### Drive-strength map

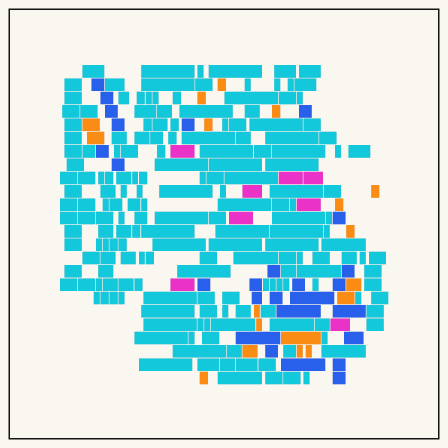
### Pin placement

Scale bar: 20 µm. Pins as bars across the die edge, other pins in gray.
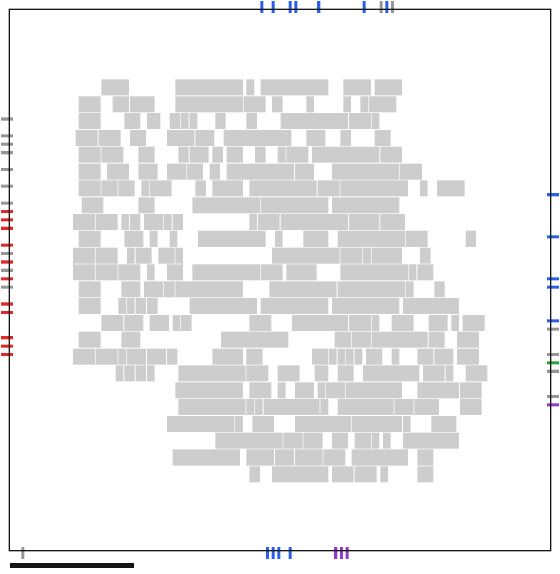
===== src/rtl/sqrt_output_pack_if.sv =====
// Result/handshake bundle between the sqrt stage, the pack FIFO and downstream.
interface sqrt_output_pack_if;
    logic              result;
    logic              sign_in;
    logic signed [6:0] exp_in;
    logic [10:0]       mant_in;
    logic              is_nan_in;
    logic              is_pinf_in;
    logic              is_ninf_in;
    logic              out_valid;
    logic              out_ready;
    logic [15:0]       out_data;
    logic              stall;
    logic              overflow;
    logic [3:0]        count;

    // upstream/downstream side (drives results, consumes packed words)
    modport master (
        output result, sign_in, exp_in, mant_in, is_nan_in, is_pinf_in, is_ninf_in, out_ready,
        input  out_valid, out_data, stall, overflow, count
    );

    // pack block side
    modport slave (
        input  result, sign_in, exp_in, mant_in, is_nan_in, is_pinf_in, is_ninf_in, out_ready,
        output out_valid, out_data, stall, overflow, count
    );
endinterface


===== src/rtl/sqrt_output_pack.sv =====
// Packs sqrt results into binary16 and buffers them in a small FIFO.
module sqrt_output_pack #(
    parameter int DEPTH = 2
) (
    input  logic               clk,
    input  logic               rst,
    sqrt_output_pack_if.slave  bus
);
    localparam int PW = (DEPTH > 1) ? $clog2(DEPTH) : 1;

    logic [15:0]   mem [DEPTH];
    logic [PW-1:0] wr_ptr, rd_ptr;
    logic [3:0]    count;
    logic          overflow;
    logic [15:0]   packed_word;
    logic [6:0]    biased;
    logic          full, rd_en, wr_en;

    assign biased = bus.exp_in + 7'sd15;

    // Combinational binary16 packing; NaN wins over +Inf, -Inf already arrives as NaN.
    always_comb begin
        packed_word = {bus.sign_in, 15'h0};
        if (bus.is_nan_in)
            packed_word = {bus.sign_in, 5'h1F, bus.mant_in[9:0] | 10'h200};
        else if (bus.is_pinf_in)
            packed_word = 16'h7C00;
        else if (bus.exp_in == -7'sd15 && bus.mant_in == 11'd0)
            packed_word = {bus.sign_in, 15'h0};
        else if (bus.exp_in > 7'sd15)
            packed_word = {bus.sign_in, 15'h7C00};
        else if (bus.exp_in < -7'sd14 || !bus.mant_in[10])
            packed_word = {bus.sign_in, 15'h0};
        else
            packed_word = {bus.sign_in, biased[4:0], bus.mant_in[9:0]};
    end

    assign full  = (count == 4'(DEPTH));
    assign rd_en = (count != 4'd0) && bus.out_ready;
    // A full FIFO still takes a word when the head leaves in the same cycle.
    assign wr_en = bus.result && (!full || rd_en);

    // Storage is not reset: out_data is masked by occupancy instead.
    always_ff @(posedge clk) begin
        if (wr_en) mem[wr_ptr] <= packed_word;
    end

    // Pointers, occupancy and sticky drop flag.
    always_ff @(posedge clk or posedge rst) begin
        if (rst) begin
            wr_ptr   <= '0;
            rd_ptr   <= '0;
            count    <= '0;
            overflow <= 1'b0;
        end else begin
            if (wr_en) wr_ptr <= PW'((int'(wr_ptr) + 1) % DEPTH);
            if (rd_en) rd_ptr <= PW'((int'(rd_ptr) + 1) % DEPTH);
            count <= count + 4'(wr_en) - 4'(rd_en);
            if (bus.result && full && !rd_en) overflow <= 1'b1;
        end
    end

    assign bus.out_valid = (count != 4'd0);
    assign bus.out_data  = (count != 4'd0) ? mem[rd_ptr] : 16'h0000;
    assign bus.stall     = full;
    assign bus.overflow  = overflow;
    assign bus.count     = count;
endmodule


===== src/flat_wrapper.sv =====
// flat-port wrapper written by rule: the top's interface ports become plain ports
module sqrt_output_pack_flat 
#(
    parameter int DEPTH = 2
)
  (clk, rst, bus_result, bus_sign_in, bus_exp_in, bus_mant_in, bus_is_nan_in, bus_is_pinf_in, bus_is_ninf_in, bus_out_ready, bus_out_valid, bus_out_data, bus_stall, bus_overflow, bus_count);
  sqrt_output_pack_if bus_i ();
  input  logic clk;
  input  logic rst;
  input wire logic [$bits(bus_i.result)-1:0] bus_result;
  input wire logic [$bits(bus_i.sign_in)-1:0] bus_sign_in;
  input wire logic [$bits(bus_i.exp_in)-1:0] bus_exp_in;
  input wire logic [$bits(bus_i.mant_in)-1:0] bus_mant_in;
  input wire logic [$bits(bus_i.is_nan_in)-1:0] bus_is_nan_in;
  input wire logic [$bits(bus_i.is_pinf_in)-1:0] bus_is_pinf_in;
  input wire logic [$bits(bus_i.is_ninf_in)-1:0] bus_is_ninf_in;
  input wire logic [$bits(bus_i.out_ready)-1:0] bus_out_ready;
  output wire logic [$bits(bus_i.out_valid)-1:0] bus_out_valid;
  output wire logic [$bits(bus_i.out_data)-1:0] bus_out_data;
  output wire logic [$bits(bus_i.stall)-1:0] bus_stall;
  output wire logic [$bits(bus_i.overflow)-1:0] bus_overflow;
  output wire logic [$bits(bus_i.count)-1:0] bus_count;
  assign bus_i.result = bus_result;
  assign bus_i.sign_in = bus_sign_in;
  assign bus_i.exp_in = bus_exp_in;
  assign bus_i.mant_in = bus_mant_in;
  assign bus_i.is_nan_in = bus_is_nan_in;
  assign bus_i.is_pinf_in = bus_is_pinf_in;
  assign bus_i.is_ninf_in = bus_is_ninf_in;
  assign bus_i.out_ready = bus_out_ready;
  assign bus_out_valid = bus_i.out_valid;
  assign bus_out_data = bus_i.out_data;
  assign bus_stall = bus_i.stall;
  assign bus_overflow = bus_i.overflow;
  assign bus_count = bus_i.count;
  sqrt_output_pack #(.DEPTH(DEPTH)) u_core (.clk(clk), .rst(rst), .bus(bus_i));
endmodule

===== config.mk =====
export PLATFORM = sky130hd
export DESIGN_NAME = sqrt_output_pack_flat
export DESIGN_NICKNAME = d
export VERILOG_FILES = /design/src/rtl/sqrt_output_pack_if.sv /design/src/rtl/sqrt_output_pack.sv /design/src/flat_wrapper.sv
export SDC_FILE = /design/constraint.sdc
export NUM_CORES = 1
export LEC_CHECK = 0
export CORE_MARGIN = 10
export CORE_UTILIZATION = 44
export CTS_BUF_LIST = sky130_fd_sc_hd__clkbuf_4 sky130_fd_sc_hd__clkbuf_8 sky130_fd_sc_hd__clkbuf_16
export DETAILED_ROUTE_END_ITERATION = 10
export PLACE_DENSITY = 0.75
export SLEW_MARGIN = 0
export SYNTH_ARGS = -nofsm -noshare
export SYNTH_HDL_FRONTEND = slang
export SYNTH_SLANG_ARGS = --single-unit

===== constraint.sdc =====
create_clock -name clk -period 2.1 [get_ports clk]
set_input_delay 0.315 -clock clk [delete_from_list [all_inputs] [get_ports clk]]
set_output_delay 0.315 -clock clk [all_outputs]
set_load 0.005 [all_outputs]

==> summary.txt <==
Final Max Tran Viols - 0
grt total ovfl - 0
ao+oa area frac - 11.54%
Gate Count Post-Synth - 167
clock power share - 15.8%
Unique masters post-synth - 35
post-layout period usage of the worst path - 100.2%
crit path launch type - flip-flop
CTS Buf Count - 5
setup_tns - -3.791 ps
die area - 0.007626 mm²
reg2reg setup slack - -4 ps
vias post-DR - 1454
largest net degree at the start of global routing - 18
main area contributors - edfxtp_1, dfrtp_1, mux2i_1
drt first pass iters - 4
Placeable Area - 0.004384 mm²
Mapped Area - 0.001994 mm²
worst reg2reg endpoint - u_core.bus.count[1]$_DFF_PP0_
OpenROAD warning count - 31
H-tree depth - 2
Seq pwr share - 37.6%
final setup fails - 1
Ant. Diodes - 0
Area growth, synth to finish - 39.71%
VDD IR max - 0.3929 mV
status - complete, but fails checks
CP Data Arrival Time - 2290 ps
first-pass GRT wire length - 6292 µm
failing checks - setup timing
launching point of the worst reg2reg path - u_core.bus.count[2]$_DFF_PP0_
Post-synth top cells - edfxtp_1, nor2_1, inv_1, mux2i_1, o21ai_0
Power Density - 1101 mW/mm²
Dominant cell area share - 48.18%
Setup crit start - u_core.bus.count[2]$_DFF_PP0_
final worst slack - -3.791 ps
-- 'Drive-strength map' (at the start) --
_2 cells: in orange, cells 18, share 7.7%, most used clkbuf_2. _0 and _1 cells: in cyan, cells 183, share 78%, most used edfxtp_1. _3 and _4 cells: in blue, cells 26, share 11%, most used buf_4. _6 and larger: in magenta, cells 8, share 3.4%, most used clkbuf_8.

-- 'Pin placement' (at the start) --
bus_overflow: in green, pins 1, direction output, edge right. bus_out_data: in blue, pins 16, direction output, edge 7 top, 5 right, 4 bottom. bus_mant_in: in red, pins 11, direction input, edge left. bus_count: in purple, pins 4, direction output, edge 3 bottom, 1 right.
All pins by edge: 21 left, 11 right, 9 top, 8 bottom.

-- metrics by stage --
| stage | total power [mW] | util (%) | cells | instance area, µm² | setup WS (ps) |
|---|---|---|---|---|---|
| global placement | 2.495 | 58.90 | 270 | 2582 | 7.221 |
| floorplan | 1.845 | - | 167 | 2003 | -1.649 |
| detailed placement | 2.526 | 58.90 | 270 | 2582 | -24.15 |
| global route | 3.293 | 63.56 | 287 | 2786 | -87.00 |
| finish | 3.067 | 63.56 | 287 | 2786 | -3.791 |
| CTS | 2.942 | 60.84 | 279 | 2668 | -94.37 |
-- cell type report --
type                       instances  area [µm²]
clock buffer                       6       76.32
sequential                        39        1136
timing repair buffer              67       604.3
clock inverter                     2       12.51
fill                             344        1598
inverter                          18       70.07
multi-input combinational        103       822.0
tap                               52       65.06
-- layer usage --
metal  wire (µm)  track usage, %
met5           0               0
met2        1955           15.61
met1        1903           12.84
met3         297           4.494
met4           0           3.913
-- critical path: stages, from the launching register on --
cell     delay [ps]
dfrtp_1         400
inv_2            90
ha_4            130
nor3b_4         220
buf_4           160
nor2_4           40
ha_4            220
inv_4            50
ha_4            130
inv_2            30
fa_2            500
inv_1            30
-- power by group through the flow --
stage / Sequential, mW / Clock, mW / Combinational (mW)
after floorplan: 1.16 / 0 / 0.686
after global placement: 1.16 / 0 / 1.34
after detailed placement: 1.17 / 0 / 1.36
after CTS: 1.15 / 0.504 / 1.29
after global routing: 1.17 / 0.540 / 1.58
final: 1.15 / 0.485 / 1.43
-- what timing repair did --
item                                    CTS  global route
pin swaps                                 0             4
gates cloned                              0             1
endpoints found under the setup margin   17            18
setup buffers                             1             7
hold buffers                              0             0
resized                                  13            40
hold endpoints to repair                  0             0
Power and IR drop assume default switching activity.
